**Run 1: cells colored by class**

(3 px per µm) Fill, decap, tap and diode cells in gray.
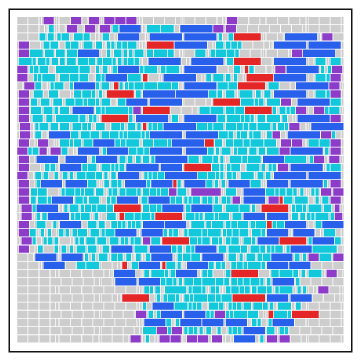
**Run 1: cells by drive strength**

(3 px per µm)
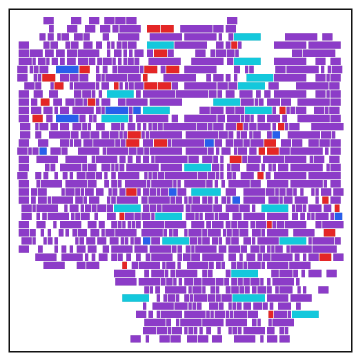
**Run 1: logic cells by family**

(3 px per µm)
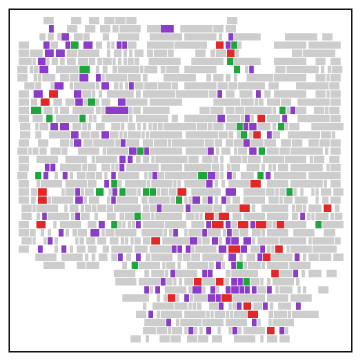
--- config.mk ---
export PLATFORM = sky130hd
export DESIGN_NAME = scaler_line_ctrl
export DESIGN_NICKNAME = d
export VERILOG_FILES = /design/src/rtl/scaler_pkg.sv /design/src/rtl/scaler_out_fifo.sv /design/src/rtl/scaler_line_ctrl.sv
export SDC_FILE = /design/constraint.sdc
export NUM_CORES = 1
export LEC_CHECK = 0
export CAP_MARGIN = 20
export CORE_MARGIN = 2
export CORE_UTILIZATION = 60
export DETAILED_ROUTE_END_ITERATION = 10
export PLACE_DENSITY = 0.95
export SYNTH_ARGS = -nofsm -noshare
export SYNTH_HDL_FRONTEND = slang
export SYNTH_HIERARCHICAL = 1
export SYNTH_SLANG_ARGS = --single-unit
--- constraint.sdc ---
create_clock -name clk -period 7.2 [get_ports clk]
set_input_delay 1.08 -clock clk [delete_from_list [all_inputs] [get_ports clk]]
set_output_delay 1.08 -clock clk [all_outputs]
set_load 0.02 [all_outputs]
--- src/rtl/scaler_pkg.sv ---
// Shared parameters and types for the line-buffer scaler controller.
package scaler_pkg;
  localparam int ADDR_WIDTH = 11;
  localparam int DATA_WIDTH = 8;
  localparam int FRAC_BITS  = 8;
  localparam int LINE_MAX   = 1024;
  localparam int X_W        = 10;
  localparam int LEN_W      = 11;

  typedef enum logic [1:0] {RD_IDLE, RD_RUN, RD_DRAIN} rd_state_t;

  // A width field of zero encodes a full LINE_MAX line.
  function automatic logic [LEN_W-1:0] width_decode(input logic [X_W-1:0] w);
    return (w == '0) ? LEN_W'(LINE_MAX) : {1'b0, w};
  endfunction
endpackage

--- src/rtl/scaler_out_fifo.sv ---
// Two-entry FIFO holding line-RAM read data plus its end-of-line tag.
module scaler_out_fifo
  import scaler_pkg::*;
#(
  parameter int DATA_WIDTH = scaler_pkg::DATA_WIDTH
) (
  input  logic                  clk,
  input  logic                  rst,
  input  logic                  push,
  input  logic [DATA_WIDTH-1:0] push_data,
  input  logic                  push_last,
  input  logic                  m_ready,
  output logic [DATA_WIDTH-1:0] m_data,
  output logic                  m_valid,
  output logic                  m_last,
  output logic [1:0]            count
);
  logic [DATA_WIDTH-1:0] data_reg [2];
  logic                  last_reg [2];
  logic                  wr_ptr_reg, rd_ptr_reg;
  logic [1:0]            count_reg;
  logic                  pop;

  assign m_valid = (count_reg != 2'd0);
  assign m_data  = m_valid ? data_reg[rd_ptr_reg] : '0;
  assign m_last  = m_valid & last_reg[rd_ptr_reg];
  assign count   = count_reg;
  assign pop     = m_valid & m_ready;

  // The caller never pushes into a full FIFO, so no overflow guard is needed.
  for (genvar gi = 0; gi < 2; gi++) begin : g_entry
    always_ff @(posedge clk) begin
      if (push && wr_ptr_reg == 1'(gi)) begin
        data_reg[gi] <= push_data;
        last_reg[gi] <= push_last;
      end
    end
  end

  always_ff @(posedge clk) begin
    if (rst) begin
      wr_ptr_reg <= 1'b0;
      rd_ptr_reg <= 1'b0;
      count_reg  <= 2'd0;
    end else begin
      if (push) wr_ptr_reg <= ~wr_ptr_reg;
      if (pop)  rd_ptr_reg <= ~rd_ptr_reg;
      count_reg <= count_reg + 2'(push) - 2'(pop);
    end
  end
endmodule

--- src/rtl/scaler_line_ctrl.sv ---
// Ping-pong line buffer controller: stores input lines and replays them resampled by cfg_step.
module scaler_line_ctrl
  import scaler_pkg::*;
#(
  parameter int ADDR_WIDTH = scaler_pkg::ADDR_WIDTH,
  parameter int DATA_WIDTH = scaler_pkg::DATA_WIDTH,
  parameter int FRAC_BITS  = scaler_pkg::FRAC_BITS
) (
  input  logic                  clk,
  input  logic                  rst,
  input  logic [9:0]            cfg_in_width,
  input  logic [9:0]            cfg_out_width,
  input  logic [15:0]           cfg_step,
  input  logic [DATA_WIDTH-1:0] s_data,
  input  logic                  s_valid,
  input  logic                  s_last,
  output logic                  s_ready,
  output logic [DATA_WIDTH-1:0] m_data,
  output logic                  m_valid,
  output logic                  m_last,
  input  logic                  m_ready,
  output logic [ADDR_WIDTH-1:0] ram_a_addr,
  output logic [DATA_WIDTH-1:0] ram_a_wr_data,
  output logic                  ram_a_wr_en,
  output logic [ADDR_WIDTH-1:0] ram_b_addr,
  input  logic [DATA_WIDTH-1:0] ram_b_rd_data
);
  localparam int XA_W  = ADDR_WIDTH - 1;
  localparam int ACC_W = FRAC_BITS + X_W;

  logic             wr_bank_reg, rd_bank_reg;
  logic [1:0]       full_reg, full_next;
  logic [X_W-1:0]   wr_x_reg;
  logic [LEN_W-1:0] len_reg [2];
  rd_state_t        state_reg;
  logic [LEN_W-1:0] out_w_reg, rd_x_reg;
  logic [15:0]      step_reg;
  logic [ACC_W-1:0] acc_reg;
  logic             inflight_reg, inflight_last_reg;

  logic             wr_fire, line_end, rd_release, issue, pop, last_issue;
  logic [LEN_W-1:0] in_w, len_m1;
  logic [X_W-1:0]   src_x, rd_idx;
  logic [2:0]       occ;
  logic [ACC_W:0]   acc_sum;
  logic [ACC_W-1:0] acc_sat;
  logic [1:0]       fifo_count;

  assign s_ready       = !rst && !full_reg[wr_bank_reg];
  assign wr_fire       = s_valid & s_ready;
  assign in_w          = width_decode(cfg_in_width);
  assign line_end      = wr_fire & (s_last | ({1'b0, wr_x_reg} == in_w - 1'b1));
  assign ram_a_addr    = rst ? '0 : {wr_bank_reg, XA_W'(wr_x_reg)};
  assign ram_a_wr_data = s_data;
  assign ram_a_wr_en   = wr_fire;

  // Fill and release may land on the same edge; they always target different banks.
  for (genvar gi = 0; gi < 2; gi++) begin : g_bank
    assign full_next[gi] = (line_end && wr_bank_reg == 1'(gi)) ? 1'b1 :
                           (rd_release && rd_bank_reg == 1'(gi)) ? 1'b0 : full_reg[gi];
  end

  always_ff @(posedge clk) begin
    if (rst) begin
      wr_bank_reg <= 1'b0;
      wr_x_reg    <= '0;
      full_reg    <= 2'b00;
      len_reg[0]  <= '0;
      len_reg[1]  <= '0;
    end else begin
      full_reg <= full_next;
      if (wr_fire) begin
        if (line_end) begin
          len_reg[wr_bank_reg] <= LEN_W'(wr_x_reg) + 1'b1;
          wr_bank_reg          <= ~wr_bank_reg;
          wr_x_reg             <= '0;
        end else begin
          wr_x_reg <= wr_x_reg + 1'b1;
        end
      end
    end
  end

  assign pop        = m_valid & m_ready;
  assign rd_release = (state_reg == RD_DRAIN) & pop & m_last;
  assign len_m1     = len_reg[rd_bank_reg] - 1'b1;
  assign src_x      = acc_reg[ACC_W-1:FRAC_BITS];
  assign rd_idx     = ({1'b0, src_x} > len_m1) ? len_m1[X_W-1:0] : src_x;
  assign ram_b_addr = rst ? '0 : {rd_bank_reg, XA_W'(rd_idx)};
  assign acc_sum    = {1'b0, acc_reg} + (ACC_W+1)'(step_reg);
  assign acc_sat    = acc_sum[ACC_W] ? '1 : acc_sum[ACC_W-1:0];

  // Occupancy is counted after this cycle's pop so reads can stream at one per clock.
  assign occ        = {1'b0, fifo_count} + {2'b00, inflight_reg} - {2'b00, pop};
  assign issue      = (state_reg == RD_RUN) && (occ < 3'd2);
  assign last_issue = issue && (rd_x_reg == out_w_reg - 1'b1);

  always_ff @(posedge clk) begin
    if (rst) begin
      state_reg         <= RD_IDLE;
      rd_bank_reg       <= 1'b0;
      out_w_reg         <= '0;
      step_reg          <= '0;
      acc_reg           <= '0;
      rd_x_reg          <= '0;
      inflight_reg      <= 1'b0;
      inflight_last_reg <= 1'b0;
    end else begin
      inflight_reg      <= issue;
      inflight_last_reg <= last_issue;
      case (state_reg)
        RD_IDLE: begin
          if (full_reg[rd_bank_reg]) begin
            state_reg <= RD_RUN;
            out_w_reg <= width_decode(cfg_out_width);
            step_reg  <= cfg_step;
            acc_reg   <= '0;
            rd_x_reg  <= '0;
          end
        end
        RD_RUN: begin
          if (issue) begin
            acc_reg  <= acc_sat;
            rd_x_reg <= rd_x_reg + 1'b1;
            if (last_issue) state_reg <= RD_DRAIN;
          end
        end
        RD_DRAIN: begin
          if (rd_release) begin
            state_reg   <= RD_IDLE;
            rd_bank_reg <= ~rd_bank_reg;
          end
        end
        default: state_reg <= RD_IDLE;
      endcase
    end
  end

  scaler_out_fifo #(.DATA_WIDTH(DATA_WIDTH)) u_out_fifo (
    .clk       (clk),
    .rst       (rst),
    .push      (inflight_reg),
    .push_data (ram_b_rd_data),
    .push_last (inflight_last_reg),
    .m_ready   (m_ready),
    .m_data    (m_data),
    .m_valid   (m_valid),
    .m_last    (m_last),
    .count     (fifo_count)
  );
endmodule

==> deck_impl_summary.md, run 1 <==
Key Metrics from the Run

Worst setup path
  • CP peak stage delay: 830 ps
  • Reg-to-Reg End: state_reg[0]$_SDFFE_PP0P_
  • Critical Path, Cell by Cell: mux2i_1 > nand3_1 > or2_2 > nor2_1 > xor2_1 > ha_1 > a21o_1 > a211oi_1 > nand2_1 > o211ai_1 > buf_4 > nand2_1 > a21oi_1 > clkdlybuf4s50_1
  • CP most frequent cell: nand2_1
  • CP Data Arrival Time: 5120 ps
  • Worst setup path end: ram_b_addr[1]
  • CP Class: register to output port
  • CP bufs+invs: 2
  • Crit path DRT: 6120 ps
  • Stages on worst setup path: 14
  • Critical Path Slowest Stage Cell: dfxtp_1
  • Reg2Reg Setup Slack: 3290 ps
  • R2R depth: 13
  • CP Capture Type: output port
  • CP Launch Type: register
  • Reg-to-reg startpoint: u_out_fifo/count[1]$_SDFF_PP0_
  • Crit-path max FO: 19
  • Critical path's top delay family: AND-OR/OR-AND gates

Final timing
  • Max_slew headroom: 35.0%
  • Endpoints failing setup: 0
  • Final Cycle Share: between 80 and 90%
  • Max-slew violation count: 0
  • Worst-Margin Slew: 970 ps
  • Achievable Freq: 0.161 GHz
  • Final-report hold violation count: 0
  • RSZ-0062 raised after global routing: false
  • Setup TNS: 0 ps
  • Min cycle time layout: 6200 ps
  • Clock skew: 7.61 ps

Placed design
  • Placed insts: between 1000 and 1500
  • IO Port Bufs: 82
  • Post-detail-place hpwl: 11600 µm
  • GPL Wtd Cong: approximately 0.9

Clock tree
  • CTS Buffer Depth: 2
  • CTS buffer count: 17
  • Post-CTS Hold Buffers: 0
  • Clock Sinks: 120
  • Postcts setup bufs: 0
  • CTS tree: done
  • Clk slew on worst S/H paths: 50 ps
  • Worst skew pair latency: 420 ps
  • H-tree Lvls: 4
  • CTS root buffer: clkbuf_16
  • CTS resizes: 0

Logic synthesis
  • Cell area leaders: dfxtp_1 22%, edfxtp_1 17%, ha_1 6.1%
  • Post-synth cell types: 70
  • Post-synth top flop: dfxtp_1
  • Ys async rst share: 0%
  • Cells after Synth: around 810
  • Flip-flops with a built-in enable: 40
  • Synth Seq Share: 38.8%
  • Syn_area_per_cell: around 8.9 µm²
  • Post-synth top area cell: dfxtp_1
  • Nets at Floorplan: 904
  • # Cells Yosys: 810
  • Post-Syn Area: 7220 µm²
  • Top cell type's share of synthesized area: 22.2%
  • Synthesis area per yosys: between 7000 and 8000 µm²
  • YS warnings: 6
  • Synth Register Bits: around 120

Floorplanning
  • FP Core Util: 60.9%
  • IO Pins: 99
  • Core ar.: 11900 µm²
  • Die Size: 12900 µm²
  • Row cnt: ~40
  • Die width: between 100 and 150 µm
  • Die Y: 114 µm

Power
  • Leading power group: clock
  • Clock network power share: a little under two fifths
  • Combinational fraction of design power: about a quarter
  • Flop pwr share: 37.6%
  • P_seq: 0.801 mW
  • Comb. pwr: about 0.52 mW
  • Max VDD drop: approximately 0.00016 V
  • PwrDens: 246 nW/µm²
  • Switch share: 30.0%
  • P_int: 1.49 mW
  • Clock net power: 0.807 mW
  • Lkg Pwr: 3.29 nW
  • P_sw: 0.639 mW

Global routing
  • Vias in the first global route: between 6000 and 7000
  • Grt ovf: 0
  • Total track usage: 27.6%
  • Antenna violations before repair: 0
  • First-pass GRT wire length: 28500 µm
  • Pin count of the biggest net entering global routing: about 63

Cells and area
  • Dominant logic cell type in the layout: nand2_1
  • Post-synthesis to final-layout area growth: 19.7%
  • Post-Route Utilization: 72.8%
  • Max FFs per register: 22
  • Most frequent cells in the layout: 112 x nand2_1, 81 x clkdlybuf4s50_1, 80 x dfxtp_1
  • Fin cells: 1035
  • Reg area: 2800 µm²
  • Nets: 969
  • Fillers: 837
  • Layout cells sized above 1: around 7.7%
  • MI comb area: 4090 µm²
  • N_diodes: 0

Drt
  • Vias post-DR: 6297
  • Total routed wirelength: around 18000 µm
  • Remaining antenna violation count: 0
  • 1st-pass router iterations: 5
  • WL/cell: 17.0 µm
  • Drt via density: 6.08
  • Initial detailed-routing violation count: 642
  • Post-route DRC: 0

Job
  • MaxCap Viol Count: 0
  • Tool Warnings: 27

Status
  • Status: completed

Worst hold path
  • Hold Path Sink: acc_reg[5]$_SDFFE_PP0P_
  • Hold depth: 2
  • Hold Path Class: register to register
  • Worst hold start: acc_reg[5]$_SDFFE_PP0P_
-- 'cells colored by class' (at the start) --
color	class	cells	share of their area
blue	flops	120	33%
purple	other buffers and delay cells	90	11%
cyan	all other logic	646	50%
red	clock drivers and dummy loads	32	6.7%

-- 'cells by drive strength' (at the start) --
color	size	cells	share	most used
red	drive 2	36	4.1%	nor4_2
cyan	drive 6 and up	21	2.4%	clkbuf_16
blue	drive 3 to 4	11	1.2%	buf_4
purple	drive 1 or less	820	92%	nand2_1

-- 'logic cells by family' (at the start) --
color	family	cells
green	AND and OR gates	31
purple	inverting AOI/OAI gates	134
red	AND-OR and OR-AND gates	31

[run 1: synth_stat cells (all sizes together), types with 16 or more instances]
cell / count
nand2: 112
dfxtp: 80
nor2: 73
a21oi: 62
edfxtp: 40
xnor2: 38
ha: 35
xor2: 32
o21ai: 27
inv: 25
mux2i: 24
nor3: 23
buf: 22
clkbuf: 22
nor2b: 17
nand3: 16
nor4: 16
[run 1: logic make-up after synthesis]
family	Yosys count	synth area share (%)
adders and majority gates	37	6.62
and+or+nand+nor	317	22.2
DFF	120	38.8
AOI/OAI and AO/OA	165	14.9
buffers and inverters	71	4.59
muxes	29	4.11
xor gates and xnor gates	71	8.80
[run 1: final cells by class]
cell class | count | share of cell area (%)
clock buffer | 24 | 5.72
multi-input combinational | 619 | 47.4
tap | 147 | 2.13
clock inverter | 8 | 0.797
sequential | 120 | 32.4
inverter | 27 | 1.17
timing repair buffer | 90 | 10.4
[run 1: stage by stage]
| step | hold WS, ps | instance area, µm² | power [mW] | worst slack (ps) |
|---|---|---|---|---|
| after global routing | 459 | 8640 | 2.21 | 618 |
| after global placement | 428 | 8040 | 1.29 | 1690 |
| final | 442 | 8640 | 2.13 | 1000 |
| after floorplan | 404 | 7220 | 1.15 | 2490 |
| after CTS | 443 | 8600 | 2.12 | 1030 |
| after detailed placement | 435 | 8040 | 1.32 | 1490 |
[run 1: layer usage]
layer | up-vias | wire [µm] | track usage [%]
li1 | 2998 | - | -
met1 | 2972 | 7230 | 33.6
met2 | 279 | 8630 | 46.9
met3 | 48 | 1260 | 5.37
met4 | 0 | 516 | 13.3
met5 | - | 0 | 0
==> run 1 -> run 2 <==
==> constraint.sdc (replaced) <==
create_clock -name clk -period 7.2 [get_ports clk]
set_input_delay 1.08 -clock clk [delete_from_list [all_inputs] [get_ports clk]]
set_output_delay 1.08 -clock clk [all_outputs]
set_load 0.05 [all_outputs]
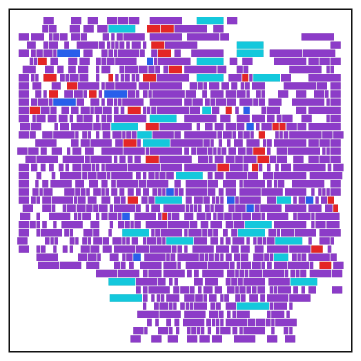
**Above:** run 2 (cells by drive strength).
(3 px per µm)
color	size	cells	share	most used
red	drive 2	32	3.6%	nor4_2
purple	drive 1 or less	816	92%	nand2_1
cyan	drive 6 and up	25	2.8%	clkbuf_16
blue	drive 3 to 4	12	1.4%	buf_4

==> run 2 against run 1 <==
Effect of this change:
- clock-buffer cell count fell by 1
- flip-flop count stayed put
- fmax fell by 4.3%
- sequential power is essentially flat
- critical endpoint is now ram_b_addr[9]
- largest cell class unchanged
==> deck_impl_summary.md, run 2 <==
Key Metrics from the Run

Drt
  • Post-route DRC: 0 (unchanged)
  • Drt via density: 6.10 (+0.27%)
  • Remaining antenna violation count: 0 (unchanged)
  • 1st-pass router iterations: 5 (unchanged)
  • Total routed wirelength: 17400 µm (-1.6%)
  • Initial detailed-routing violation count: 625 (-2.6%)
  • Vias post-DR: 6296 (-0.016%)
  • WL/cell: 16.8 µm (-1.3%)

Clock tree
  • CTS Buffer Depth: 2 (unchanged)
  • Clock Sinks: 120 (unchanged)
  • CTS root buffer: clkbuf_16
  • CTS buffer count: 17 (unchanged)
  • Clk slew on worst S/H paths: 50 ps (about the same)
  • Post-CTS Hold Buffers: 0 (unchanged)
  • H-tree Lvls: 4 (unchanged)
  • Worst skew pair latency: 420 ps (about the same)
  • Postcts setup bufs: 0 (unchanged)
  • CTS resizes: 0 (unchanged)
  • CTS tree: done

Logic synthesis
  • Syn_area_per_cell: 8.91 µm² (unchanged)
  • Synth Seq Share: 38.8% (unchanged)
  • Ys async rst share: 0% (unchanged)
  • Post-synth cell types: 70 (unchanged)
  • Synth Area in Adders: 6.62% (unchanged)
  • XORs/XNORs by Area: 8.80% (unchanged)
  • Mux share: 4.11% (unchanged)
  • Ao+oa area frac: 14.9% (unchanged)
  • Nets at Floorplan: 904 (unchanged)
  • Top-count cell post-synth: nand2_1
  • Dominant comb cell: simple AND/OR/NAND/NOR gates
  • Post-synth top flop: dfxtp_1
  • Top cells by count, synth: 112 x nand2_1, 80 x dfxtp_1, 72 x nor2_1
  • Cell area leaders: dfxtp_1 22%, edfxtp_1 17%, ha_1 6.1%
  • Post-Syn Area: 7220 µm² (unchanged)
  • Synth Register Bits: 120 (unchanged)
  • Flip-flops with a built-in enable: 40 (unchanged)
  • Cells after Synth: 810 (unchanged)
  • Synthesis area per yosys: 7220 µm² (unchanged)
  • YS warnings: 6 (unchanged)
  • Post-synth top area cell: dfxtp_1
  • # Cells Yosys: 810 (unchanged)
  • Top cell type's share of synthesized area: 22.2% (unchanged)
  • Simple-Gate Area Share: 22.2% (unchanged)

Placed design
  • Placed insts: 999 (-0.20%)
  • Pre-CTS setup slack: 1250 ps (-245 ps)
  • GPL Wtd Cong: 0.904 (-0.76%)
  • IO Port Bufs: 82 (unchanged)
  • Placed cell areas: 8030 µm² (-0.19%)
  • Post-detail-place hpwl: 11800 µm (+1.2%)

Job
  • MaxCap Viol Count: 0 (unchanged)
  • Tool Warnings: 27 (unchanged)

Cells and area
  • Max FFs per register: 22 (unchanged)
  • Fillers: 832 (-0.60%)
  • N_diodes: 0 (unchanged)
  • Layout cells sized above 1: 7.80% (+0.14 points)
  • Dominant logic cell type in the layout: nand2_1
  • Fin cells: 1032 (-0.29%)
  • MI comb area: 4090 µm² (unchanged)
  • Post-synthesis to final-layout area growth: 19.9%
  • Most frequent cells in the layout: 112 x nand2_1, 81 x clkdlybuf4s50_1, 80 x dfxtp_1
  • Nets: 966 (-0.31%)
  • Reg area: 2800 µm² (unchanged)
  • Post-Route Utilization: 73.0% (+0.18 points)
  • Design area: 8660 µm² (+0.25%)

Worst setup path
  • CP bufs+invs: 2 (unchanged)
  • Crit path DRT: 6120 ps (about the same)
  • Critical path's top delay family: buffers and inverters
  • CP Class: register to output port
  • CP Launch Type: register
  • CP Capture Type: output port
  • CP most frequent cell: nor2_1
  • Critical Path, Cell by Cell: mux2i_1 > nand3_1 > or2_2 > nor2_1 > xor2_1 > ha_1 > a21o_1 > a211oi_1 > nand2_1 > o211ai_1 > buf_4 > mux2_2 > nor2_1 > clkdlybuf4s50_1
  • Critical Path Slowest Stage Cell: dfxtp_1
  • CP Data Arrival Time: 5400 ps (+280 ps)
  • CP peak stage delay: 830 ps (about the same)
  • Crit-path max FO: 19 (unchanged)

Status
  • Status: completed

Final timing
  • Setup TNS: 0 ps (unchanged)
  • Clock skew: 7.06 ps (-0.546 ps)
  • Final Cycle Share: 90.0% (+3.9 points)
  • Endpoints failing setup: 0 (unchanged)
  • Final WS setup: 719 ps (-281 ps)
  • Min cycle time layout: 6480 ps (+281 ps)
  • Max_slew headroom: 26.6% (-8.4 points)
  • Achievable Freq: 0.154 GHz (-4.3%)
  • Final-report hold violation count: 0 (unchanged)
  • RSZ-0062 raised after global routing: false
  • Worst-Margin Slew: 1100 ps (+132 ps)
  • Worst hold slack: 438 ps (-4.04 ps)
  • Max-slew violation count: 0 (unchanged)

Floorplanning
  • FP Core Util: 60.9% (unchanged)
  • Core ar.: 11900 µm² (unchanged)
  • IO Pins: 99 (unchanged)
  • Die Y: 114 µm (unchanged)
  • Die width: 114 µm (unchanged)
  • Die Size: 12900 µm² (unchanged)
  • Row cnt: 40 (unchanged)

Global routing
  • Vias in the first global route: 5929 (-2.5%)
  • Pin count of the biggest net entering global routing: 63 (unchanged)
  • First-pass GRT wire length: 28300 µm (-0.51%)
  • Grt ovf: 0 (unchanged)
  • Antenna violations before repair: 0 (unchanged)
  • Total track usage: 27.4% (-0.14 points)

Power
  • Lkg Pwr: 3.29 nW (about the same)
  • Total Power: 2.28 mW (+7.0%)
  • Max VDD drop: 0.000139 V (-11%)
  • PwrDens: 263 nW/µm² (+6.8%)

Worst hold path
  • Hold Path Class: register to register
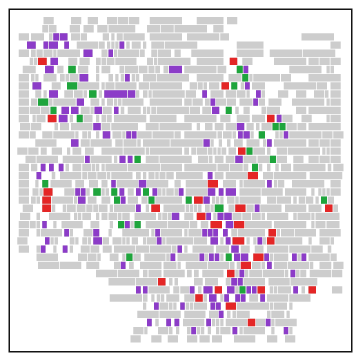
**Above:** run 2 (logic cells by family).
(3 px per µm)
color	family	cells
purple	inverting AOI/OAI gates	134
green	AND and OR gates	31
red	AND-OR and OR-AND gates	31

run 2: cell counts after synthesis:
No cell type changed its count.
run 2: cell type report:
| type | count | share of cell area (%) |
|---|---|---|
| Sequential cell | 120 | 32.4 |
| Timing Repair Buffer | 87 | 9.85 |
| Clock inverter | 9 | 1.23 |
| Inverter | 27 | 1.17 |
| Clock buffer | 23 | 6.01 |
| Multi-Input combinational cell | 619 | 47.2 |
| Tap cell | 147 | 2.12 |
run 2: worst paths after layout:
| check | start | to | slack, ps | cells past startpoint |
|---|---|---|---|---|
| setup / recovery | register | ram_b_addr[9] | 720 | 14 |
| setup reg to reg | wr_bank_reg$_SDFFE_PP0P_ | len_reg[1][9]$_SDFFCE_PN0P_ | 2580 | 6 |
| hold / removal | acc_reg[3]$_SDFFE_PP0P_ | acc_reg[3]$_SDFFE_PP0P_ | 440 | 2 |
| hold reg to reg | acc_reg[3]$_SDFFE_PP0P_ | acc_reg[3]$_SDFFE_PP0P_ | 440 | 2 |
run 2: kinds of logic after synthesis:
kind of cell | Yosys count
and+or+nand+nor | 317
AOI/OAI and AO/OA | 165
DFF | 120
xor gates and xnor gates | 71
buffers and inverters | 71
adders and majority gates | 37
muxes | 29
run 2: per-layer routing:
layer | vias to the layer above | wire length (µm) | track usage (%)
li1 | 2998 | - | -
met3 | 50 | 1170 | 4.36
met2 | 277 | 8360 | 45.6
met5 | - | 0 | 0
met4 | 0 | 542 | 12.7
met1 | 2971 | 7290 | 35.3
run 2: power breakdown:
group | internal [mW] | switching [mW]
clock | 0.578 | 0.306
combinational | 0.226 | 0.367
sequential | 0.748 | 0.0536
==> run 2 -> run 3 <==
CORE_UTILIZATION = 45   (was 60)
PLACE_DENSITY = 0.78   (was 0.95)
clock period = 7.1 ns   (was 7.2 ns; I/O delays follow)
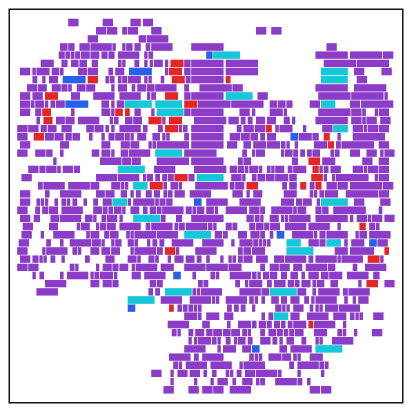
**Above:** run 3 (cells by drive strength).
(3 px per µm)
color	size	cells	share	most used
purple	drive 1 or less	816	92%	nand2_1
red	drive 2	34	3.8%	nor4_2
blue	drive 3 to 4	11	1.2%	buf_4
cyan	drive 6 and up	25	2.8%	clkbuf_16

==> run 3 against run 2 <==
Effect of this change:
- total power decreased by 2.2%
- critical path depth unchanged
- sequential share of layout area decreased by 0.19 points
- critical endpoint is now ram_b_addr[8]
==> deck_impl_summary.md, run 3 <==
Key Metrics from the Run

Floorplanning
  • Core ar.: 15800 µm² (+33%)
  • IO Pins: 99 (unchanged)
  • Die Y: 131 µm (+15%)
  • Die Size: 17100 µm² (+32%)
  • FP Core Util: 45.8% (-15 points)
  • Row cnt: 46 (+15%)
  • Die width: 131 µm (+15%)

Logic synthesis
  • # Cells Yosys: 810 (unchanged)
  • Simple-Gate Area Share: 22.2% (unchanged)
  • Flip-flops with a built-in enable: 40 (unchanged)
  • Syn_area_per_cell: 8.91 µm² (unchanged)
  • Cell area leaders: dfxtp_1 22%, edfxtp_1 17%, ha_1 6.1%
  • Top-count cell post-synth: nand2_1
  • Nets at Floorplan: 904 (unchanged)
  • Top cell type's share of synthesized area: 22.2% (unchanged)
  • Synthesis area per yosys: 7220 µm² (unchanged)
  • Ys async rst share: 0% (unchanged)
  • Cells after Synth: 810 (unchanged)
  • Top cells by count, synth: 112 x nand2_1, 80 x dfxtp_1, 72 x nor2_1
  • Synth Area in Adders: 6.62% (unchanged)
  • Ao+oa area frac: 14.9% (unchanged)
  • Post-synth top flop: dfxtp_1
  • Post-synth top area cell: dfxtp_1
  • Mux share: 4.11% (unchanged)
  • XORs/XNORs by Area: 8.80% (unchanged)
  • Synth Seq Share: 38.8% (unchanged)
  • Synth Register Bits: 120 (unchanged)
  • Post-synth cell types: 70 (unchanged)
  • Post-Syn Area: 7220 µm² (unchanged)
  • YS warnings: 6 (unchanged)
  • Dominant comb cell: simple AND/OR/NAND/NOR gates

Worst setup path
  • Crit path DRT: 6030 ps (-90 ps)
  • CP Launch Type: register
  • CP Capture Type: output port
  • Crit-path max FO: 19 (unchanged)
  • Reg-to-reg startpoint: wr_bank_reg$_SDFFE_PP0P_
  • CP Data Arrival Time: 5320 ps (-80 ps)
  • CP Class: register to output port

Final timing
  • Clock skew: 10.6 ps (+3.49 ps)
  • Worst-Margin Slew: 982 ps (-119 ps)
  • Achievable Freq: 0.157 GHz
  • Max_slew headroom: 34.3% (+7.7 points)
  • RSZ-0062 raised after global routing: false
  • Final-report hold violation count: 0 (unchanged)
  • Final Cycle Share: about nine tenths
  • Endpoints failing setup: 0 (unchanged)
  • Max-slew violation count: 0 (unchanged)
  • Setup TNS: 0 ps (unchanged)
  • Min cycle time layout: 6380 ps
  • Worst hold slack: 437 ps (-1.50 ps)

Clock tree
  • Clock Sinks: 120 (unchanged)
  • CTS root buffer: clkbuf_16
  • CTS resizes: 0 (unchanged)
  • CTS buffer count: 17 (unchanged)
  • H-tree Lvls: 4 (unchanged)
  • Post-CTS Hold Buffers: 0 (unchanged)
  • Worst skew pair latency: 420 ps (about the same)
  • Clk slew on worst S/H paths: 60 ps (about the same)
  • Postcts setup bufs: 0 (unchanged)
  • CTS tree: done
  • CTS Buffer Depth: 2 (unchanged)

Drt
  • Initial detailed-routing violation count: 321 (-49%)
  • WL met1: 7770 µm (+6.6%)
  • Max Used Layer: met4
  • 1st-pass router iterations: 5 (unchanged)
  • Total routed wirelength: 16500 µm (-5.2%)
  • Remaining antenna violation count: 0 (unchanged)
  • Vias post-DR: 5970 (-5.2%)
  • Met2 wire length: 7530 µm (-10%)
  • Drt via density: 5.42 (-11%)
  • Met3 wire len: 937 µm (-20%)
  • Post-route DRC: 0 (unchanged)
  • WL/cell: 14.9 µm (-11%)

Cells and area
  • Post-synthesis to final-layout area growth: 20.7%
  • Layout cells sized above 1: 7.90% (+0.10 points)
  • Dominant logic cell type in the layout: nand2_1
  • Most frequent cells in the layout: 112 x nand2_1, 81 x clkdlybuf4s50_1, 80 x dfxtp_1
  • Nets: 967 (+0.10%)
  • Fin cells: 1102 (+6.8%)
  • N_diodes: 0 (unchanged)
  • Post-Route Utilization: 55.2% (-18 points)
  • Fillers: 1442 (+73%)
  • Max FFs per register: 22 (unchanged)

Global routing
  • Pin count of the biggest net entering global routing: 63 (unchanged)
  • Antenna violations before repair: 0 (unchanged)
  • Grt ovf: 0 (unchanged)
  • Vias in the first global route: 5577 (-5.9%)
  • Total track usage: 20.4% (-7.0 points)
  • First-pass GRT wire length: 27200 µm (-3.9%)

Worst hold path
  • Worst hold start: acc_reg[2]$_SDFFE_PP0P_
  • Hold Path Class: register to register

Placed design
  • Post-detail-place hpwl: 11900 µm (+1.2%)
  • IO Port Bufs: 82 (unchanged)
  • Placed insts: 1070 (+7.1%)
  • GPL Wtd Cong: 0.841 (-7.0%)

Job
  • Tool Warnings: 27 (unchanged)
  • MaxCap Viol Count: 0 (unchanged)

Power
  • Max VDD drop: 0.000200 V (+44%)
  • Lkg Pwr: 3.28 nW (-0.27%)
  • Total Power: 2.23 mW (-2.2%)
  • PwrDens: 256 nW/µm² (-2.8%)

Status
  • Status: completed
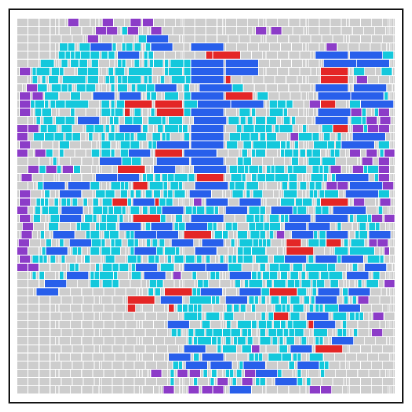
**Above:** run 3 (cells colored by class).
(3 px per µm) Fill, decap, tap and diode cells in gray.
color	class	cells	share of their area
purple	other buffers and delay cells	88	10%
cyan	all other logic	646	50%
red	clock drivers and dummy loads	32	6.9%
blue	flops	120	33%

[run 3: per-layer routing]
layer | vias up | track usage, %
met2 | 157 | 32.7
li1 | 3003 | -
met3 | 26 | 5.33
met4 | 0 | 6.51
met5 | - | 0
met1 | 2784 | 27.1
[run 3: worst max-delay path, stage by stage, from the launching register on]
cell	delay (ps)
dfxtp_1	830
mux2i_1	470
nand3_1	170
or2_2	360
nor2_1	130
xor2_1	220
ha_1	280
a21o_1	180
a211oi_1	320
nand2_1	80
o211ai_1	330
buf_4	250
mux2_2	350
nor2_1	80
clkdlybuf4s50_1	830
[run 3: worst paths after layout]
| path | to | slack (ps) | depth (start not counted) |
|---|---|---|---|
| setup / recovery | ram_b_addr[8] | 720 | 14 |
| hold / removal | acc_reg[2]$_SDFFE_PP0P_ | 440 | 2 |
| setup reg to reg | len_reg[1][4]$_SDFFCE_PN0P_ | 2540 | 6 |
| hold reg to reg | acc_reg[2]$_SDFFE_PP0P_ | 440 | 2 |
[run 3: power breakdown]
group / switching (mW) / total, mW / internal [mW]
registers: 0.0509 / 0.810 / 0.759
logic: 0.360 / 0.588 / 0.228
clock network: 0.302 / 0.831 / 0.529
total: 0.713 / 2.23 / 1.52
[run 3: cell type report]
cell class / count / area, µm² / share of cell area, %
Multi-Input combinational cell: 619 / 4090 / 47.0
Clock buffer: 26 / 551 / 6.32
Timing Repair Buffer: 88 / 861 / 9.88
Tap cell: 216 / 270 / 3.10
Inverter: 27 / 101 / 1.16
Sequential cell: 120 / 2800 / 32.2
Clock inverter: 6 / 33.8 / 0.388
[run 3: stage by stage]
step / instance area (µm²) / worst slack (ps)
2_1_floorplan: 7220 / 1980
3_3_place_gp: 8130 / 1330
3_5_place_dp: 8130 / 1180
4_1_cts: 8710 / 724
5_1_grt: 8710 / 355
6_report: 8710 / 718
No activity file was given, so power comes from the tool's default toggle rates.
